===== src/rtl/gyro_tilt_integrator_if.sv =====
// Rate-in / tilt-out bundle for gyro_tilt_integrator.
// master: rate source and tilt consumer side; slave: the integrator.
interface gyro_tilt_integrator_if #(
    parameter int CHANNELS  = 3,
    parameter int WIDTH     = 16,
    parameter int ACC_WIDTH = 24
);
    logic                          DIN_VLD;
    logic [CHANNELS*WIDTH-1:0]     DIN;
    logic                          ZERO;
    logic [CHANNELS*ACC_WIDTH-1:0] TILT;
    logic                          TILT_VLD;
    logic [CHANNELS-1:0]           SAT;
    logic                          BUSY;

    modport master (
        output DIN_VLD, DIN, ZERO,
        input  TILT, TILT_VLD, SAT, BUSY
    );

    modport slave (
        input  DIN_VLD, DIN, ZERO,
        output TILT, TILT_VLD, SAT, BUSY
    );
endinterface


===== src/rtl/gyro_tilt_integrator.sv =====
// Multi-channel gyro tilt estimator: per-tick snapshot of the rate words,
// power-of-two moving average, signed deadband, saturating integration.
// Channels are processed one per cycle by a small IDLE/CALC/DONE FSM.
module gyro_tilt_integrator #(
    parameter int CHANNELS  = 3,
    parameter int WIDTH     = 16,
    parameter int ACC_WIDTH = 24,
    parameter int AVG_LOG2  = 4,
    parameter int TICK_DIV  = 50000,
    parameter int DB_LO     = -42,
    parameter int DB_HI     = 10
) (
    input  logic                  CLK,
    input  logic                  RST_N,
    gyro_tilt_integrator_if.slave bus
);
    localparam int DEPTH = 1 << AVG_LOG2;
    localparam int SW    = WIDTH + AVG_LOG2;
    localparam int AW1   = ACC_WIDTH + 1;
    localparam int PW    = (AVG_LOG2 > 0) ? AVG_LOG2 : 1;
    localparam int CW    = (TICK_DIV > 1) ? $clog2(TICK_DIV) : 1;
    localparam int KW    = (CHANNELS > 1) ? $clog2(CHANNELS) : 1;

    typedef enum logic [1:0] {IDLE, CALC, DONE} state_t;

    state_t                      state;
    logic [KW-1:0]               k;
    logic [PW-1:0]               ptr;
    logic [CW-1:0]               cnt;
    logic                        tick;

    logic signed [WIDTH-1:0]     din_ch [CHANNELS];
    logic signed [WIDTH-1:0]     samp   [CHANNELS];
    logic signed [WIDTH-1:0]     snap   [CHANNELS];
    logic signed [WIDTH-1:0]     win    [CHANNELS][DEPTH];
    logic signed [SW-1:0]        sum    [CHANNELS];
    logic signed [ACC_WIDTH-1:0] acc    [CHANNELS];

    logic [CHANNELS*ACC_WIDTH-1:0] tilt_q;
    logic                          tilt_vld_q;
    logic [CHANNELS-1:0]           sat_q;
    logic                          busy_q;

    logic signed [WIDTH-1:0]     cur_snap, cur_old, avg, inc;
    logic signed [SW-1:0]        sum_new, sum_shift;
    logic signed [AW1-1:0]       acc_wide;
    logic signed [ACC_WIDTH-1:0] acc_new;
    logic                        sat_hit;

    assign tick = (cnt == CW'(TICK_DIV - 1));

    // Unpack the flat rate bus into per-channel signed words.
    always_comb begin
        for (int unsigned i = 0; i < CHANNELS; i++) begin
            din_ch[i] = bus.DIN[i*WIDTH +: WIDTH];
        end
    end

    // Datapath for the channel currently in CALC: window update, average, deadband, clamp.
    always_comb begin
        cur_snap  = snap[k];
        cur_old   = win[k][ptr];
        sum_new   = sum[k] + SW'(cur_snap) - SW'(cur_old);
        sum_shift = sum_new >>> AVG_LOG2;
        avg       = sum_shift[WIDTH-1:0];
        if ((int'(avg) > DB_LO) && (int'(avg) < DB_HI)) begin
            inc = '0;
        end else begin
            inc = avg;
        end
        acc_wide = AW1'(acc[k]) + AW1'(inc);
        sat_hit  = (acc_wide[ACC_WIDTH] != acc_wide[ACC_WIDTH-1]);
        if (!sat_hit) begin
            acc_new = acc_wide[ACC_WIDTH-1:0];
        end else if (acc_wide[ACC_WIDTH]) begin
            acc_new = {1'b1, {(ACC_WIDTH-1){1'b0}}};
        end else begin
            acc_new = {1'b0, {(ACC_WIDTH-1){1'b1}}};
        end
    end

    // Tick counter, sample register, FSM and all per-channel state; ZERO overrides everything but samp.
    always_ff @(posedge CLK or negedge RST_N) begin
        if (!RST_N) begin
            state      <= IDLE;
            k          <= '0;
            ptr        <= '0;
            cnt        <= '0;
            tilt_q     <= '0;
            tilt_vld_q <= 1'b0;
            sat_q      <= '0;
            busy_q     <= 1'b0;
            for (int unsigned i = 0; i < CHANNELS; i++) begin
                samp[i] <= '0;
                snap[i] <= '0;
                sum[i]  <= '0;
                acc[i]  <= '0;
                for (int unsigned j = 0; j < DEPTH; j++) begin
                    win[i][j] <= '0;
                end
            end
        end else begin
            tilt_vld_q <= 1'b0;
            if (bus.ZERO) begin
                state  <= IDLE;
                k      <= '0;
                ptr    <= '0;
                cnt    <= '0;
                tilt_q <= '0;
                sat_q  <= '0;
                busy_q <= 1'b0;
                for (int unsigned i = 0; i < CHANNELS; i++) begin
                    sum[i] <= '0;
                    acc[i] <= '0;
                    for (int unsigned j = 0; j < DEPTH; j++) begin
                        win[i][j] <= '0;
                    end
                end
            end else begin
                if (bus.DIN_VLD) begin
                    samp <= din_ch;
                end
                cnt <= tick ? '0 : cnt + 1'b1;
                case (state)
                    IDLE: begin
                        if (tick) begin
                            snap   <= bus.DIN_VLD ? din_ch : samp;
                            k      <= '0;
                            busy_q <= 1'b1;
                            state  <= CALC;
                        end
                    end
                    CALC: begin
                        win[k][ptr] <= cur_snap;
                        sum[k]      <= sum_new;
                        acc[k]      <= acc_new;
                        if (sat_hit) begin
                            sat_q[k] <= 1'b1;
                        end
                        if (k == KW'(CHANNELS - 1)) begin
                            // Publish on the last CALC edge so TILT_VLD lands in the DONE cycle;
                            // the last channel's fresh result is forwarded since acc updates on this same edge.
                            for (int unsigned i = 0; i < CHANNELS; i++) begin
                                tilt_q[i*ACC_WIDTH +: ACC_WIDTH] <= (i == CHANNELS - 1) ? acc_new : acc[i];
                            end
                            tilt_vld_q <= 1'b1;
                            state      <= DONE;
                        end else begin
                            k <= k + 1'b1;
                        end
                    end
                    DONE: begin
                        ptr    <= (DEPTH > 1) ? ptr + 1'b1 : '0;
                        busy_q <= 1'b0;
                        state  <= IDLE;
                    end
                    default: begin
                        busy_q <= 1'b0;
                        state  <= IDLE;
                    end
                endcase
            end
        end
    end

    // A tick must never arrive while a calculation is still in flight.
    tick_only_in_idle: assert property (@(posedge CLK) disable iff (!RST_N)
        !(tick && !bus.ZERO && state != IDLE));

    assign bus.TILT     = tilt_q;
    assign bus.TILT_VLD = tilt_vld_q;
    assign bus.SAT      = sat_q;
    assign bus.BUSY     = busy_q;
endmodule


===== src/flat_wrapper.sv =====
// flat-port wrapper written by rule: the top's interface ports become plain ports
module gyro_tilt_integrator_flat 
#(
    parameter int CHANNELS  = 3,
    parameter int WIDTH     = 16,
    parameter int ACC_WIDTH = 24,
    parameter int AVG_LOG2  = 4,
    parameter int TICK_DIV  = 50000,
    parameter int DB_LO     = -42,
    parameter int DB_HI     = 10
)
  (CLK, RST_N, bus_DIN_VLD, bus_DIN, bus_ZERO, bus_TILT, bus_TILT_VLD, bus_SAT, bus_BUSY);
  gyro_tilt_integrator_if #(.CHANNELS(CHANNELS), .WIDTH(WIDTH), .ACC_WIDTH(ACC_WIDTH)) bus_i ();
  input  logic CLK;
  input  logic RST_N;
  input wire logic [$bits(bus_i.DIN_VLD)-1:0] bus_DIN_VLD;
  input wire logic [$bits(bus_i.DIN)-1:0] bus_DIN;
  input wire logic [$bits(bus_i.ZERO)-1:0] bus_ZERO;
  output wire logic [$bits(bus_i.TILT)-1:0] bus_TILT;
  output wire logic [$bits(bus_i.TILT_VLD)-1:0] bus_TILT_VLD;
  output wire logic [$bits(bus_i.SAT)-1:0] bus_SAT;
  output wire logic [$bits(bus_i.BUSY)-1:0] bus_BUSY;
  assign bus_i.DIN_VLD = bus_DIN_VLD;
  assign bus_i.DIN = bus_DIN;
  assign bus_i.ZERO = bus_ZERO;
  assign bus_TILT = bus_i.TILT;
  assign bus_TILT_VLD = bus_i.TILT_VLD;
  assign bus_SAT = bus_i.SAT;
  assign bus_BUSY = bus_i.BUSY;
  gyro_tilt_integrator #(.CHANNELS(CHANNELS), .WIDTH(WIDTH), .ACC_WIDTH(ACC_WIDTH), .AVG_LOG2(AVG_LOG2), .TICK_DIV(TICK_DIV), .DB_LO(DB_LO), .DB_HI(DB_HI)) u_core (.CLK(CLK), .RST_N(RST_N), .bus(bus_i));
endmodule

===== config.mk =====
export PLATFORM = sky130hd
export DESIGN_NAME = gyro_tilt_integrator_flat
export DESIGN_NICKNAME = d
export VERILOG_FILES = /design/src/rtl/gyro_tilt_integrator_if.sv /design/src/rtl/gyro_tilt_integrator.sv /design/src/flat_wrapper.sv
export SDC_FILE = /design/constraint.sdc
export NUM_CORES = 2
export LEC_CHECK = 0
export CAP_MARGIN = 20
export CORE_UTILIZATION = 30
export CTS_CLUSTER_SIZE = 25
export DETAILED_ROUTE_END_ITERATION = 7
export PLACE_DENSITY = 0.55
export SYNTH_ARGS = -nofsm -noshare
export SYNTH_HDL_FRONTEND = slang
export SYNTH_SLANG_ARGS = --single-unit

===== constraint.sdc =====
create_clock -name CLK -period 24.3 [get_ports CLK]
set_clock_uncertainty 0.1 [all_clocks]
set_input_delay 7.29 -clock CLK [delete_from_list [all_inputs] [get_ports CLK]]
set_output_delay 7.29 -clock CLK [all_outputs]
set_load 0.03 [all_outputs]

==> results_slide.txt <==
Flow Results at a Glance

STA
  • Clock period minus worst slack: 11.52 ns
  • RSZ-0062 raised after global routing: false
  • Slew headroom: 18.9%
  • Final setup vio count: 0
  • Hold Slack: 0.359 ns
  • Hold Vio Cnt, Final: 0
  • Part of the cycle the worst path needs: 47.4%
  • Fin worst setup slack: about 13 ns
  • TNS Setup: 0 ns
  • Worst-margin pin slew: roughly 1.2 ns
  • Pins over their slew limit: 0
  • Fmax: ~87 MHz

Final layout
  • Fillers: 16.4k
  • Top cell category: flip-flops and latches
  • Most frequent cells in the layout: dfrtp_1 (1091), a22o_1 (657), nand2_1 (511)
  • Count of non-CTS inverters in the layout: 78
  • Combinational share of cell area: 36.7%
  • NonClk Buf Share: 3.89%
  • Clk_buf instances: around 170
  • Area delta synth->final: 15.8%
  • Sequential share of cell area: 47.1%
  • Logic area: 21400 µm²
  • Clock-cell share: under 10%
  • Nonclk buf count: 255
  • Combinational gates: 2630
  • Nets: 4302
  • Commonest Layout Cell: dfrtp_1
  • Ant. Diodes: 1
  • Non-Filler Instances: between 6k and 7k
  • Share of cells above drive strength 1: 16.0%
  • Post-route cell area: slightly below 60000 µm²
  • Final core occ: between 30% and 40%
  • Register area: roughly 27000 µm²

Clock network
  • Clock Tree Root: clkbuf_16
  • Sink Count: 1097
  • TritonCTS clock tree: done
  • H-tree depth: 3
  • Post-CTS Resized: 0
  • Clk buf depth: 3
  • Clk_lat worst skew: 0.76 ns
  • Clock Pin Slew Worst Setup and Hold Paths: roughly 0.06 ns
  • Post-CTS Hold Fix Bufs: 0
  • Post-CTS Setup Inserts: 0

Detailed routing
  • Via count: ~36k
  • Number of DRC markers in iteration 0: 3784
  • Vias/cell: 5.53
  • # DRC: 0
  • WL/cell: 24.9 µm
  • Drt pass-1 iters: 7
  • WL final: 161 mm
  • Post-DRT Antenna Nets: 0

Synthesis
  • Syn Area/Cell: 12.1 µm²
  • Aoi share: around 18%
  • Post-synthesis cell count: 4166
  • Cell variety after synth: 71
  • Mapped Area: 50400 µm²
  • Synthesis area per yosys: about 50000 µm²
  • Top FF cell, synth: dfrtp_1
  • FA/HA/MAJ Cells, Area Fraction: under 10%
  • Post-synthesis register bit count: 1097
  • Post-synthesis mux area share: ~14%
  • Yosys warnings: 0
  • Xor+xnor area frac: 0.886%
  • Cells in synth_stat.txt: 4166
  • Post-synth seq share: 54.5%
  • AND/OR/NAND/NOR Cells, Area Fraction: roughly 6.7%
  • Synth logic family: AND-OR/OR-AND gates
  • Ys async rst share: 100%
  • Floorplan Nets: 4290
  • EDFF count, synth: 0

Power and ir drop
  • LEAKAGE: 25.4 nW
  • Design internal power: approximately 3.0 mW
  • Clock power share: 49.4%
  • Power Density: 66.6 nW/µm²
  • Peak VDD IR: 0.0703 mV
  • Switching power: 0.872 mW
  • Final total power: 3.88 mW
  • Gate power share: between 3 and 4%
  • Reg power frac: 47.5%
  • Net Sw Frac: 22.4%

Global route
  • Initial antenna violation count: 8
  • Global route overflow: 0
  • Global-route wire length before repair: 244 mm
  • Tot GR Track Use: approximately a fifth
  • Largest net degree at the start of global routing: 173
  • Vias in the first global route: 35.8k

Die
  • Row count: 150
  • Area of the core: 167000 µm²
  • Die width: 412 µm
  • Die height: 412 µm
  • FP Util: 30.2%
  • I/O pins: ~130
  • Chip Area: 170000 µm²
  • Taps Inserted: roughly 2.2k

Setup path
  • Worst EP arrival: 12.04 ns
  • Critical path type: reg2reg
  • Worst Setup End Kind: flop
  • Critical Path RT: approximately 25 ns
  • Crit path buf inv count: 4
  • Crit-path max FO: 98
  • Most frequent CP cell: a21oi_1
  • Worst reg2reg path depth: 29
  • Worst reg2reg path startpoint: u_core.k[1]
  • Crit path launch type: flop
  • FF-to-FF setup slack: 12.78 ns
  • Slowest-stage cell, CP: buf_4
  • Worst path top cell family by delay: AND-OR/OR-AND gates
  • RR Endpoint: u_core.bus.TILT[51]
  • Worst stage delay on the critical path: 0.80 ns

Min path
  • Hold Path Sink: u_core.cnt[0]
  • Hold_sp: u_core.cnt[0]
  • Worst min-delay path class: reg2reg
  • WHS Path Cells: 1

Run
  • Max cap viols: 0
  • Tool Warnings: 38

Place
  • Pre-CTS WS: between 10 and 15 ns
  • Post-DP Area: ~54000 µm²
  • Port Buffers: 128
  • Dpl cells: approximately 6.3k
  • Hpwl dp: approximately 100 mm
  • Placer congestion estimate: roughly 0.85

Status
  • Run status: finished clean
[worst max-delay path by stage]
stage | from | end | cells past startpoint
2_1_floorplan | u_core.ptr[0] | u_core.acc[37] | 33
3_3_place_gp | u_core.k[1] | u_core.acc[27] | 31
3_5_place_dp | u_core.k[1] | u_core.bus.TILT[51] | 30
4_1_cts | u_core.k[1] | u_core.bus.TILT[51] | 30
5_1_grt | u_core.k[1] | u_core.bus.TILT[51] | 30
6_report | u_core.k[1] | u_core.bus.TILT[51] | 29
[cell usage after synthesis (52+ instances only)]
cell      instances  share of area [%]
a21oi_1         146                1.4
a22o_1          657                 11
buf_1            71               0.53
clkbuf_1        283                2.1
dfrtp_1        1097                 54
ha_1             52                1.3
inv_1            77               0.57
mux2i_1         124                2.5
mux4_2          237                 11
nand2_1         513                3.8
nor2_1          178                1.3
o21ai_0         325                3.2
[state kept, by name, summed over array words and instances (netlist names)]
name	count
u_core.bus.TILT_VLD	1
u_core.cnt	16
u_core.bus.TILT	72
u_core.samp	48
u_core.k	2
u_core.ptr	4
u_core.sum	60
u_core.state	2
u_core.win	768
u_core.bus.SAT	3
u_core.acc	72
u_core.snap	48
u_core.bus.BUSY	1
[power groups by stage]
stage	Clock (mW)	Sequential, mW	Combinational [mW]
after floorplan	0	1.88	0.0449
after global placement	0	1.88	0.121
after detailed placement	0	1.88	0.122
after CTS	1.95	1.84	0.122
after global routing	2.02	1.85	0.133
final	1.92	1.84	0.120
[routing by layer]
metal  global-route usage (%)  vias to the layer above  routed length (µm)
met3                     4.07                      234               11300
met5                        0                        -                  59
met1                     27.5                    19000               72900
met2                     28.2                     1245               71900
met4                     5.94                        8                5000
li1                         -                    15400                   -
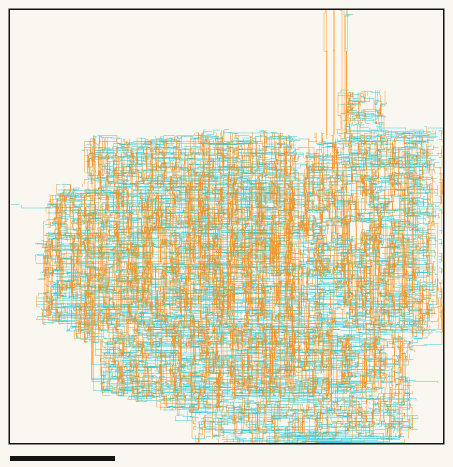
Figure 1: wiring by layer.
The bar under the picture is 100 µm long. Two of the layers only.
legend:
  orange:
    layer: M2
    wire_length: 71.9 mm
  cyan:
    layer: M1
    wire_length: 72.9 mm

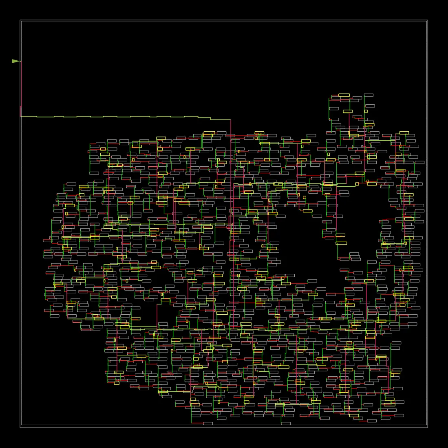
Figure 2: clock routing.
cts bufs inserted: 116
Seq cells: 1097

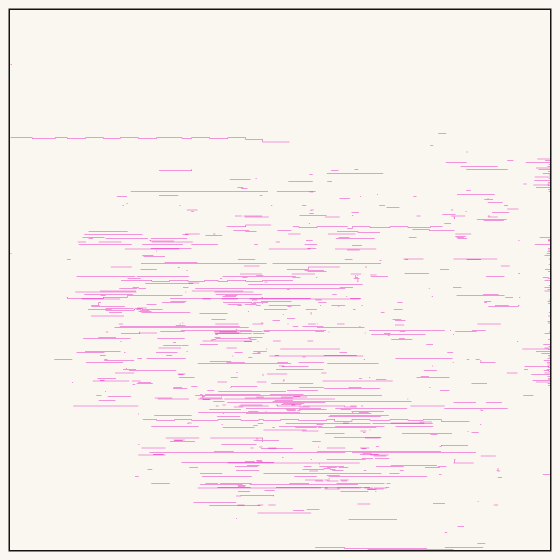
Figure 3: signal wires on met3.
longest straight run: 149 µm
wire length on this layer: 11300 µm
nets with wire on the layer: 414
share of all routed wire: 7.0%
main direction: horizontal

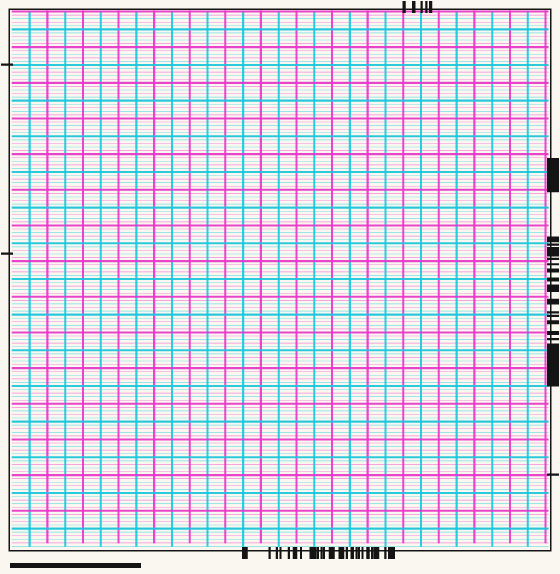
Figure 4: supply network.
The bar under the picture is 100 µm long. Pins as bars on the die edge.
legend:
  cyan:
    net: VSS
  magenta:
    net: VDD
met4 straps: 30
met5 straps: 30
met1 rails: 151

No activity file was given, so power comes from the tool's default toggle rates.
